PDN straps and rails:
The bar under the picture is 100 um long. Pins as bars on the die edge.
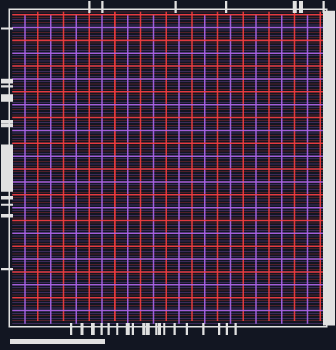
Placement by cell class:
Fill, decap, tap and diode cells in grey.
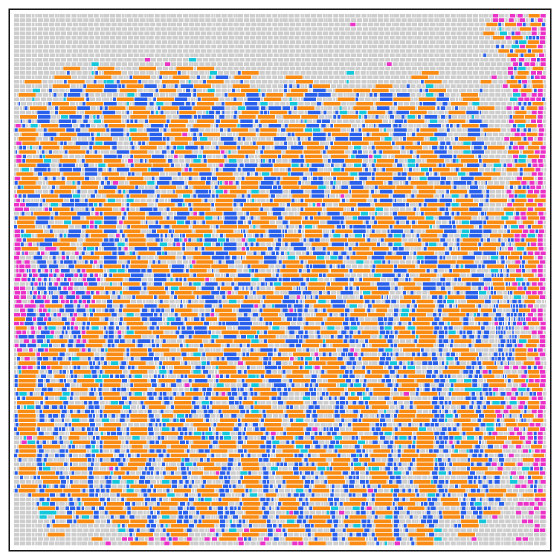
==> src/rtl/decode_stage_if.sv <==
// Decode-stage bus: decode inputs, writeback port, flush, and the decode-to-execute register outputs.
interface decode_stage_if #(
  parameter int DATA_WIDTH             = 32,
  parameter int REG_FILE_ADDRESS_WIDTH = 5
);
  logic [DATA_WIDTH-1:0]             InstrD;
  logic [DATA_WIDTH-1:0]             PCD;
  logic [DATA_WIDTH-1:0]             PCPlus4D;
  logic                              RegWriteW;
  logic [REG_FILE_ADDRESS_WIDTH-1:0] RdW;
  logic [DATA_WIDTH-1:0]             ResultW;
  logic                              FlushE;

  logic [REG_FILE_ADDRESS_WIDTH-1:0] Rs1D;
  logic [REG_FILE_ADDRESS_WIDTH-1:0] Rs2D;

  logic                              RegWriteE;
  logic                              MemWriteE;
  logic                              JumpE;
  logic                              BranchE;
  logic                              ALUSrcE;
  logic [1:0]                        ResultSrcE;
  logic [3:0]                        ALUControlE;
  logic [2:0]                        Funct3E;
  logic [DATA_WIDTH-1:0]             RD1E;
  logic [DATA_WIDTH-1:0]             RD2E;
  logic [DATA_WIDTH-1:0]             PCE;
  logic [DATA_WIDTH-1:0]             ExtImmE;
  logic [DATA_WIDTH-1:0]             PCPlus4E;
  logic [REG_FILE_ADDRESS_WIDTH-1:0] Rs1E;
  logic [REG_FILE_ADDRESS_WIDTH-1:0] Rs2E;
  logic [REG_FILE_ADDRESS_WIDTH-1:0] RdE;

  modport master (
    output InstrD, PCD, PCPlus4D, RegWriteW, RdW, ResultW, FlushE,
    input  Rs1D, Rs2D,
    input  RegWriteE, MemWriteE, JumpE, BranchE, ALUSrcE, ResultSrcE, ALUControlE, Funct3E,
    input  RD1E, RD2E, PCE, ExtImmE, PCPlus4E, Rs1E, Rs2E, RdE
  );

  modport slave (
    input  InstrD, PCD, PCPlus4D, RegWriteW, RdW, ResultW, FlushE,
    output Rs1D, Rs2D,
    output RegWriteE, MemWriteE, JumpE, BranchE, ALUSrcE, ResultSrcE, ALUControlE, Funct3E,
    output RD1E, RD2E, PCE, ExtImmE, PCPlus4E, Rs1E, Rs2E, RdE
  );
endinterface

==> src/rtl/decode_stage.sv <==
// RV32I decode stage: register file, control/immediate decode and the D->E pipeline register.
// Define DECODE_WB_BYPASS_EN to forward same-cycle writeback data onto the read ports.
module decode_stage #(
  parameter int DATA_WIDTH             = 32,
  parameter int REG_FILE_ADDRESS_WIDTH = 5
) (
  input logic           clk,
  input logic           rst_n,
  decode_stage_if.slave dec_if
);

  localparam int NREGS = 1 << REG_FILE_ADDRESS_WIDTH;
  localparam int AW    = REG_FILE_ADDRESS_WIDTH;

  localparam logic [6:0] OP_R     = 7'b0110011;
  localparam logic [6:0] OP_I     = 7'b0010011;
  localparam logic [6:0] OP_LOAD  = 7'b0000011;
  localparam logic [6:0] OP_STORE = 7'b0100011;
  localparam logic [6:0] OP_BR    = 7'b1100011;
  localparam logic [6:0] OP_JAL   = 7'b1101111;
  localparam logic [6:0] OP_JALR  = 7'b1100111;
  localparam logic [6:0] OP_LUI   = 7'b0110111;
  localparam logic [6:0] OP_AUIPC = 7'b0010111;

  localparam logic [3:0] ALU_ADD  = 4'b0000;
  localparam logic [3:0] ALU_SUB  = 4'b0001;
  localparam logic [3:0] ALU_AND  = 4'b0010;
  localparam logic [3:0] ALU_OR   = 4'b0011;
  localparam logic [3:0] ALU_XOR  = 4'b0100;
  localparam logic [3:0] ALU_SLL  = 4'b0101;
  localparam logic [3:0] ALU_SRL  = 4'b0110;
  localparam logic [3:0] ALU_SRA  = 4'b0111;
  localparam logic [3:0] ALU_SLT  = 4'b1000;
  localparam logic [3:0] ALU_SLTU = 4'b1001;
  localparam logic [3:0] ALU_PASSB = 4'b1010;

  localparam logic [1:0] RES_ALU = 2'b00;
  localparam logic [1:0] RES_MEM = 2'b01;
  localparam logic [1:0] RES_PC4 = 2'b10;

  // Immediate builders: the RV32I layout is assembled at 32 bits, then sign-extended to the datapath.
  function automatic logic [DATA_WIDTH-1:0] sext32(input logic signed [31:0] v);
    return DATA_WIDTH'(v);
  endfunction

  function automatic logic [DATA_WIDTH-1:0] imm_i(input logic [31:0] ins);
    return sext32({{20{ins[31]}}, ins[31:20]});
  endfunction

  function automatic logic [DATA_WIDTH-1:0] imm_s(input logic [31:0] ins);
    return sext32({{20{ins[31]}}, ins[31:25], ins[11:7]});
  endfunction

  function automatic logic [DATA_WIDTH-1:0] imm_b(input logic [31:0] ins);
    return sext32({{19{ins[31]}}, ins[31], ins[7], ins[30:25], ins[11:8], 1'b0});
  endfunction

  function automatic logic [DATA_WIDTH-1:0] imm_j(input logic [31:0] ins);
    return sext32({{11{ins[31]}}, ins[31], ins[19:12], ins[20], ins[30:21], 1'b0});
  endfunction

  function automatic logic [DATA_WIDTH-1:0] imm_u(input logic [31:0] ins);
    return sext32({ins[31:12], 12'b0});
  endfunction

  // SUB exists only for register-register ops; SRA is selected by funct7[5] for both forms.
  function automatic logic [3:0] alu_op(input logic [2:0] f3, input logic f7b5, input logic is_r);
    logic [3:0] op;
    case (f3)
      3'b000:  op = (is_r && f7b5) ? ALU_SUB : ALU_ADD;
      3'b001:  op = ALU_SLL;
      3'b010:  op = ALU_SLT;
      3'b011:  op = ALU_SLTU;
      3'b100:  op = ALU_XOR;
      3'b101:  op = f7b5 ? ALU_SRA : ALU_SRL;
      3'b110:  op = ALU_OR;
      default: op = ALU_AND;
    endcase
    return op;
  endfunction

  logic [31:0]   instr;
  logic [6:0]    opcode;
  logic [AW-1:0] rs1;
  logic [AW-1:0] rs2;

  assign instr  = dec_if.InstrD[31:0];
  assign opcode = instr[6:0];
  assign rs1    = AW'(instr[19:15]);
  assign rs2    = AW'(instr[24:20]);

  assign dec_if.Rs1D = rs1;
  assign dec_if.Rs2D = rs2;

  logic [DATA_WIDTH-1:0] rf_q [NREGS];
  logic                  rf_we;
  logic [DATA_WIDTH-1:0] rd1;
  logic [DATA_WIDTH-1:0] rd2;

  assign rf_we = dec_if.RegWriteW && (dec_if.RdW != '0);

  always_ff @(posedge clk) begin
    if (!rst_n) begin
      for (int i = 0; i < NREGS; i++) rf_q[i] <= '0;
    end else if (rf_we) begin
      rf_q[dec_if.RdW] <= dec_if.ResultW;
    end
  end

  // x0 is hard-wired; rf_q[0] is never written but is masked anyway.
  always_comb begin
    rd1 = (rs1 == '0) ? '0 : rf_q[rs1];
    rd2 = (rs2 == '0) ? '0 : rf_q[rs2];
`ifdef DECODE_WB_BYPASS_EN
    if (rf_we && (dec_if.RdW == rs1)) rd1 = dec_if.ResultW;
    if (rf_we && (dec_if.RdW == rs2)) rd2 = dec_if.ResultW;
`endif
  end

  logic                  reg_write_d, mem_write_d, jump_d, branch_d, alu_src_d;
  logic [1:0]            result_src_d;
  logic [3:0]            alu_ctrl_d;
  logic [DATA_WIDTH-1:0] imm_d;

  // Unrecognised opcodes fall through the defaults and become a bubble.
  always_comb begin
    reg_write_d  = 1'b0;
    mem_write_d  = 1'b0;
    jump_d       = 1'b0;
    branch_d     = 1'b0;
    alu_src_d    = 1'b0;
    result_src_d = RES_ALU;
    alu_ctrl_d   = ALU_ADD;
    imm_d        = '0;
    case (opcode)
      OP_R: begin
        reg_write_d = 1'b1;
        alu_ctrl_d  = alu_op(instr[14:12], instr[30], 1'b1);
      end
      OP_I: begin
        reg_write_d = 1'b1;
        alu_src_d   = 1'b1;
        alu_ctrl_d  = alu_op(instr[14:12], instr[30], 1'b0);
        imm_d       = imm_i(instr);
      end
      OP_LOAD: begin
        reg_write_d  = 1'b1;
        alu_src_d    = 1'b1;
        result_src_d = RES_MEM;
        imm_d        = imm_i(instr);
      end
      OP_STORE: begin
        mem_write_d = 1'b1;
        alu_src_d   = 1'b1;
        imm_d       = imm_s(instr);
      end
      OP_BR: begin
        branch_d   = 1'b1;
        alu_ctrl_d = ALU_SUB;
        imm_d      = imm_b(instr);
      end
      OP_JAL: begin
        reg_write_d  = 1'b1;
        jump_d       = 1'b1;
        result_src_d = RES_PC4;
        imm_d        = imm_j(instr);
      end
      OP_JALR: begin
        reg_write_d  = 1'b1;
        jump_d       = 1'b1;
        alu_src_d    = 1'b1;
        result_src_d = RES_PC4;
        imm_d        = imm_i(instr);
      end
      OP_LUI: begin
        reg_write_d = 1'b1;
        alu_src_d   = 1'b1;
        alu_ctrl_d  = ALU_PASSB;
        imm_d       = imm_u(instr);
      end
      OP_AUIPC: begin
        reg_write_d = 1'b1;
        alu_src_d   = 1'b1;
        imm_d       = imm_u(instr);
      end
      default: ;
    endcase
  end

  logic                  reg_write_q, mem_write_q, jump_q, branch_q, alu_src_q;
  logic [1:0]            result_src_q;
  logic [3:0]            alu_ctrl_q;
  logic [2:0]            funct3_q;
  logic [DATA_WIDTH-1:0] rd1_q, rd2_q, pc_q, imm_q, pc4_q;
  logic [AW-1:0]         rs1_q, rs2_q, rd_q;

  // ---- D -> E pipeline register: reset and flush both load an all-zero bubble ----
  always_ff @(posedge clk) begin
    if (!rst_n || dec_if.FlushE) begin
      reg_write_q  <= 1'b0;
      mem_write_q  <= 1'b0;
      jump_q       <= 1'b0;
      branch_q     <= 1'b0;
      alu_src_q    <= 1'b0;
      result_src_q <= '0;
      alu_ctrl_q   <= '0;
      funct3_q     <= '0;
      rd1_q        <= '0;
      rd2_q        <= '0;
      pc_q         <= '0;
      imm_q        <= '0;
      pc4_q        <= '0;
      rs1_q        <= '0;
      rs2_q        <= '0;
      rd_q         <= '0;
    end else begin
      reg_write_q  <= reg_write_d;
      mem_write_q  <= mem_write_d;
      jump_q       <= jump_d;
      branch_q     <= branch_d;
      alu_src_q    <= alu_src_d;
      result_src_q <= result_src_d;
      alu_ctrl_q   <= alu_ctrl_d;
      funct3_q     <= instr[14:12];
      rd1_q        <= rd1;
      rd2_q        <= rd2;
      pc_q         <= dec_if.PCD;
      imm_q        <= imm_d;
      pc4_q        <= dec_if.PCPlus4D;
      rs1_q        <= rs1;
      rs2_q        <= rs2;
      rd_q         <= AW'(instr[11:7]);
    end
  end

  assign dec_if.RegWriteE   = reg_write_q;
  assign dec_if.MemWriteE   = mem_write_q;
  assign dec_if.JumpE       = jump_q;
  assign dec_if.BranchE     = branch_q;
  assign dec_if.ALUSrcE     = alu_src_q;
  assign dec_if.ResultSrcE  = result_src_q;
  assign dec_if.ALUControlE = alu_ctrl_q;
  assign dec_if.Funct3E     = funct3_q;
  assign dec_if.RD1E        = rd1_q;
  assign dec_if.RD2E        = rd2_q;
  assign dec_if.PCE         = pc_q;
  assign dec_if.ExtImmE     = imm_q;
  assign dec_if.PCPlus4E    = pc4_q;
  assign dec_if.Rs1E        = rs1_q;
  assign dec_if.Rs2E        = rs2_q;
  assign dec_if.RdE         = rd_q;

endmodule

==> src/flat_wrapper.sv <==
// flat-port wrapper written by rule: the top's interface ports become plain ports
module decode_stage_flat 
#(
  parameter int DATA_WIDTH             = 32,
  parameter int REG_FILE_ADDRESS_WIDTH = 5
)
  (clk, rst_n, dec_if_InstrD, dec_if_PCD, dec_if_PCPlus4D, dec_if_RegWriteW, dec_if_RdW, dec_if_ResultW, dec_if_FlushE, dec_if_Rs1D, dec_if_Rs2D, dec_if_RegWriteE, dec_if_MemWriteE, dec_if_JumpE, dec_if_BranchE, dec_if_ALUSrcE, dec_if_ResultSrcE, dec_if_ALUControlE, dec_if_Funct3E, dec_if_RD1E, dec_if_RD2E, dec_if_PCE, dec_if_ExtImmE, dec_if_PCPlus4E, dec_if_Rs1E, dec_if_Rs2E, dec_if_RdE);
  decode_stage_if #(.DATA_WIDTH(DATA_WIDTH), .REG_FILE_ADDRESS_WIDTH(REG_FILE_ADDRESS_WIDTH)) dec_if_i ();
  input logic clk;
  input logic rst_n;
  input wire logic [$bits(dec_if_i.InstrD)-1:0] dec_if_InstrD;
  input wire logic [$bits(dec_if_i.PCD)-1:0] dec_if_PCD;
  input wire logic [$bits(dec_if_i.PCPlus4D)-1:0] dec_if_PCPlus4D;
  input wire logic [$bits(dec_if_i.RegWriteW)-1:0] dec_if_RegWriteW;
  input wire logic [$bits(dec_if_i.RdW)-1:0] dec_if_RdW;
  input wire logic [$bits(dec_if_i.ResultW)-1:0] dec_if_ResultW;
  input wire logic [$bits(dec_if_i.FlushE)-1:0] dec_if_FlushE;
  output wire logic [$bits(dec_if_i.Rs1D)-1:0] dec_if_Rs1D;
  output wire logic [$bits(dec_if_i.Rs2D)-1:0] dec_if_Rs2D;
  output wire logic [$bits(dec_if_i.RegWriteE)-1:0] dec_if_RegWriteE;
  output wire logic [$bits(dec_if_i.MemWriteE)-1:0] dec_if_MemWriteE;
  output wire logic [$bits(dec_if_i.JumpE)-1:0] dec_if_JumpE;
  output wire logic [$bits(dec_if_i.BranchE)-1:0] dec_if_BranchE;
  output wire logic [$bits(dec_if_i.ALUSrcE)-1:0] dec_if_ALUSrcE;
  output wire logic [$bits(dec_if_i.ResultSrcE)-1:0] dec_if_ResultSrcE;
  output wire logic [$bits(dec_if_i.ALUControlE)-1:0] dec_if_ALUControlE;
  output wire logic [$bits(dec_if_i.Funct3E)-1:0] dec_if_Funct3E;
  output wire logic [$bits(dec_if_i.RD1E)-1:0] dec_if_RD1E;
  output wire logic [$bits(dec_if_i.RD2E)-1:0] dec_if_RD2E;
  output wire logic [$bits(dec_if_i.PCE)-1:0] dec_if_PCE;
  output wire logic [$bits(dec_if_i.ExtImmE)-1:0] dec_if_ExtImmE;
  output wire logic [$bits(dec_if_i.PCPlus4E)-1:0] dec_if_PCPlus4E;
  output wire logic [$bits(dec_if_i.Rs1E)-1:0] dec_if_Rs1E;
  output wire logic [$bits(dec_if_i.Rs2E)-1:0] dec_if_Rs2E;
  output wire logic [$bits(dec_if_i.RdE)-1:0] dec_if_RdE;
  assign dec_if_i.InstrD = dec_if_InstrD;
  assign dec_if_i.PCD = dec_if_PCD;
  assign dec_if_i.PCPlus4D = dec_if_PCPlus4D;
  assign dec_if_i.RegWriteW = dec_if_RegWriteW;
  assign dec_if_i.RdW = dec_if_RdW;
  assign dec_if_i.ResultW = dec_if_ResultW;
  assign dec_if_i.FlushE = dec_if_FlushE;
  assign dec_if_Rs1D = dec_if_i.Rs1D;
  assign dec_if_Rs2D = dec_if_i.Rs2D;
  assign dec_if_RegWriteE = dec_if_i.RegWriteE;
  assign dec_if_MemWriteE = dec_if_i.MemWriteE;
  assign dec_if_JumpE = dec_if_i.JumpE;
  assign dec_if_BranchE = dec_if_i.BranchE;
  assign dec_if_ALUSrcE = dec_if_i.ALUSrcE;
  assign dec_if_ResultSrcE = dec_if_i.ResultSrcE;
  assign dec_if_ALUControlE = dec_if_i.ALUControlE;
  assign dec_if_Funct3E = dec_if_i.Funct3E;
  assign dec_if_RD1E = dec_if_i.RD1E;
  assign dec_if_RD2E = dec_if_i.RD2E;
  assign dec_if_PCE = dec_if_i.PCE;
  assign dec_if_ExtImmE = dec_if_i.ExtImmE;
  assign dec_if_PCPlus4E = dec_if_i.PCPlus4E;
  assign dec_if_Rs1E = dec_if_i.Rs1E;
  assign dec_if_Rs2E = dec_if_i.Rs2E;
  assign dec_if_RdE = dec_if_i.RdE;
  decode_stage #(.DATA_WIDTH(DATA_WIDTH), .REG_FILE_ADDRESS_WIDTH(REG_FILE_ADDRESS_WIDTH)) u_core (.clk(clk), .rst_n(rst_n), .dec_if(dec_if_i));
endmodule
==> config.mk <==
export PLATFORM = sky130hd
export DESIGN_NAME = decode_stage_flat
export DESIGN_NICKNAME = d
export VERILOG_FILES = /design/src/rtl/decode_stage_if.sv /design/src/rtl/decode_stage.sv /design/src/flat_wrapper.sv
export SDC_FILE = /design/constraint.sdc
export NUM_CORES = 2
export LEC_CHECK = 0
export CORE_MARGIN = 2
export CORE_UTILIZATION = 55
export CTS_BUF_LIST = sky130_fd_sc_hd__clkbuf_8
export DETAILED_ROUTE_END_ITERATION = 8
export PLACE_DENSITY = 0.74
export SETUP_SLACK_MARGIN = 0.15
export SYNTH_ARGS = -nofsm -noshare
export SYNTH_HDL_FRONTEND = slang
export SYNTH_SLANG_ARGS = --single-unit
export TNS_END_PERCENT = 20
==> constraint.sdc <==
create_clock -name clk -period 13 [get_ports clk]
set_clock_uncertainty 0.05 [all_clocks]
set_input_delay 3.9 -clock clk [delete_from_list [all_inputs] [get_ports clk]]
set_output_delay 3.9 -clock clk [all_outputs]
set_load 0.05 [all_outputs]
==> impl_metrics.ini <==
; flow metrics
[logic_synthesis]
ys_cells = 4314
chip_area_yosys_mm2 = 0.0599
yosys-top-cells-count = sky130_fd_sc_hd__and2_1, sky130_fd_sc_hd__edfxtp_1, sky130_fd_sc_hd__mux2i_1
post_synth_inst_count = 4314
synth.distinct_cells = 56
syn_avg_cell_area_um2 = 13.9
post-synth-top-area-fraction_pct = 51.3
seq_area_frac_synth_pct = 57.6
ys_warn_count = 0

[global_routing]
global_route.overflow_total = 0
all_layer_gr_usage_pct = 35.8
grt_first_pass_wirelength_um = 284000

[clocking]
clock_tree_from_tritoncts = yes
clock_tree.htree_level_count = 4
post-cts-setup-buffer-count = 0
cts_sinks = 1213
worst_setup_hold_path_clk_slew_ns = 0.06

[detailed_routing]
detail_route.wl_per_cell_um = 32.8
route.vias.total = 40916
drc = 0
drt_pre_antenna_iters = 6
totalWireLength_um = 202000

[place]
gp_routability_congestion = 0.863
place_hpwl_um = 112000
io_buffers = 335

[final_layout]
final_common_cell = sky130_fd_sc_hd__and2_1
design.final.nets = 4685

[floorplanning]
io-pin-count = 336
fp.dieArea_mm2 = 0.112
initial_utilization_pct = 55.3

[min_path]
whs_path_depth = 4
hold_critical_path_endpoint = u_core.dec_if.RD1E[0]
hold_path.class = reg2reg

[sta]
fmaxAchievable_mhz = 107
tns_ns = 0
report.final.slew_viol_count = 0
rsz0062_at_grt = false

[setup_path]
worst_setup_path_end_kind = primary output
ff2ff_path_depth = 4
reg2reg_from = u_core.rf_q[15][16]
cp_data_arrival_time_ns = 5.44
timing.critical_path.from_type = primary input
critical_path_class = in2out

[run]
maxCapViolCount = 0

[run_status]
status = finished, final reports clean

[power]
power_per_cell_area_mw_per_mm2 = 130
Back to the opening pictures, 'PDN straps and rails':
Key: red = VDD; purple = VSS
24 straps on met4. 336 signal pins sit on the boundary. 24 straps on met5. 122 met1 rails follow the rows. The core has 121 rows.
Die X: 334 um
core area: 0.108 mm^2

Back to the opening pictures, 'placement by cell class':
Key: cyan = clock drivers and dummy loads [cells 372]; blue = all other logic [cells 2688]; orange = flip-flops [cells 1213]; magenta = other buffers and delay cells [cells 448]
Final Core Density: 63.0%
Non-Filler Cell Area, Final: 0.0683 mm^2
number of core rows: 121

## cell type report
cell class                 count  share of cell area [%]
inverter                       4                  0.0220
clock inverter               131                   0.883
sequential                  1213                    50.6
multi-input combinational   2684                    34.9
timing repair buffer         448                    6.18
clock buffer                 241                    4.86
tap                         1414                    2.59
antenna                       12                  0.0440
## report_power, final
group          switching (mW)  internal, mW
logic                   0.674         0.397
clock network            1.57          1.71
registers               0.113          4.42
## cell families (layout without fill, tap and decap cells)
family	after synthesis	in the layout	share of synthesized area (%)
DFF	1213	1213	57.6
and+or+nand+nor	1360	1360	13.5
buffers and inverters	448	824	3.81
AOI/OAI and AO/OA	519	519	6.46
other	1	44	0.00626
muxes	773	773	18.6
## sequential cells by signal, summed over array words and instances (netlist names), 3 cells and up
| name | cells |
|---|---|
| u_core.dec_if.Funct3E | 3 |
| u_core.dec_if.ExtImmE | 32 |
| u_core.dec_if.Rs1E | 5 |
| u_core.dec_if.RD2E | 32 |
| u_core.dec_if.PCE | 32 |
| u_core.dec_if.ALUControlE | 4 |
| u_core.dec_if.RD1E | 32 |
| u_core.dec_if.PCPlus4E | 32 |
| u_core.dec_if.RdE | 5 |
| u_core.dec_if.Rs2E | 5 |
| u_core.rf_q | 1024 |
## worst max-delay path by stage
stage / start / depth (start not counted) / slack, ns / to
floorplan: dec_if_InstrD[15] / 1 / 4.98 / dec_if_Rs1D[0]
global placement: dec_if_InstrD[20] / 2 / 3.53 / dec_if_Rs2D[0]
detailed placement: dec_if_InstrD[20] / 2 / 3.54 / dec_if_Rs2D[0]
CTS: dec_if_InstrD[20] / 2 / 3.53 / dec_if_Rs2D[0]
global route: dec_if_InstrD[20] / 2 / 3.48 / dec_if_Rs2D[0]
finish: dec_if_InstrD[23] / 3 / 3.61 / dec_if_Rs2D[3]
## stage by stage
| stage | power [mW] | worst slack [ns] | instance area [um^2] |
|---|---|---|---|
| global route | 9.10 | 3.48 | 68300 |
| finish | 8.89 | 3.61 | 68300 |
| CTS | 8.87 | 3.53 | 68300 |
| global placement | 5.62 | 3.53 | 64300 |
| floorplan | 5.24 | 4.98 | 60000 |
| detailed placement | 5.65 | 3.54 | 64300 |
## worst max-delay path: stages
cell and delay [ns]:
sky130_fd_sc_hd__buf_2 0.08, sky130_fd_sc_hd__buf_4 0.52, sky130_fd_sc_hd__clkdlybuf4s50_1 0.93
## routing by layer
layer	wire [um]	global-route usage, %	up-vias
li1	-	-	16703
met1	69400	45.3	20164
met2	90600	54.6	3362
met3	27800	10.2	679
met4	13800	22.6	8
met5	55	0	-
Power is estimated from default activity; no workload was simulated.
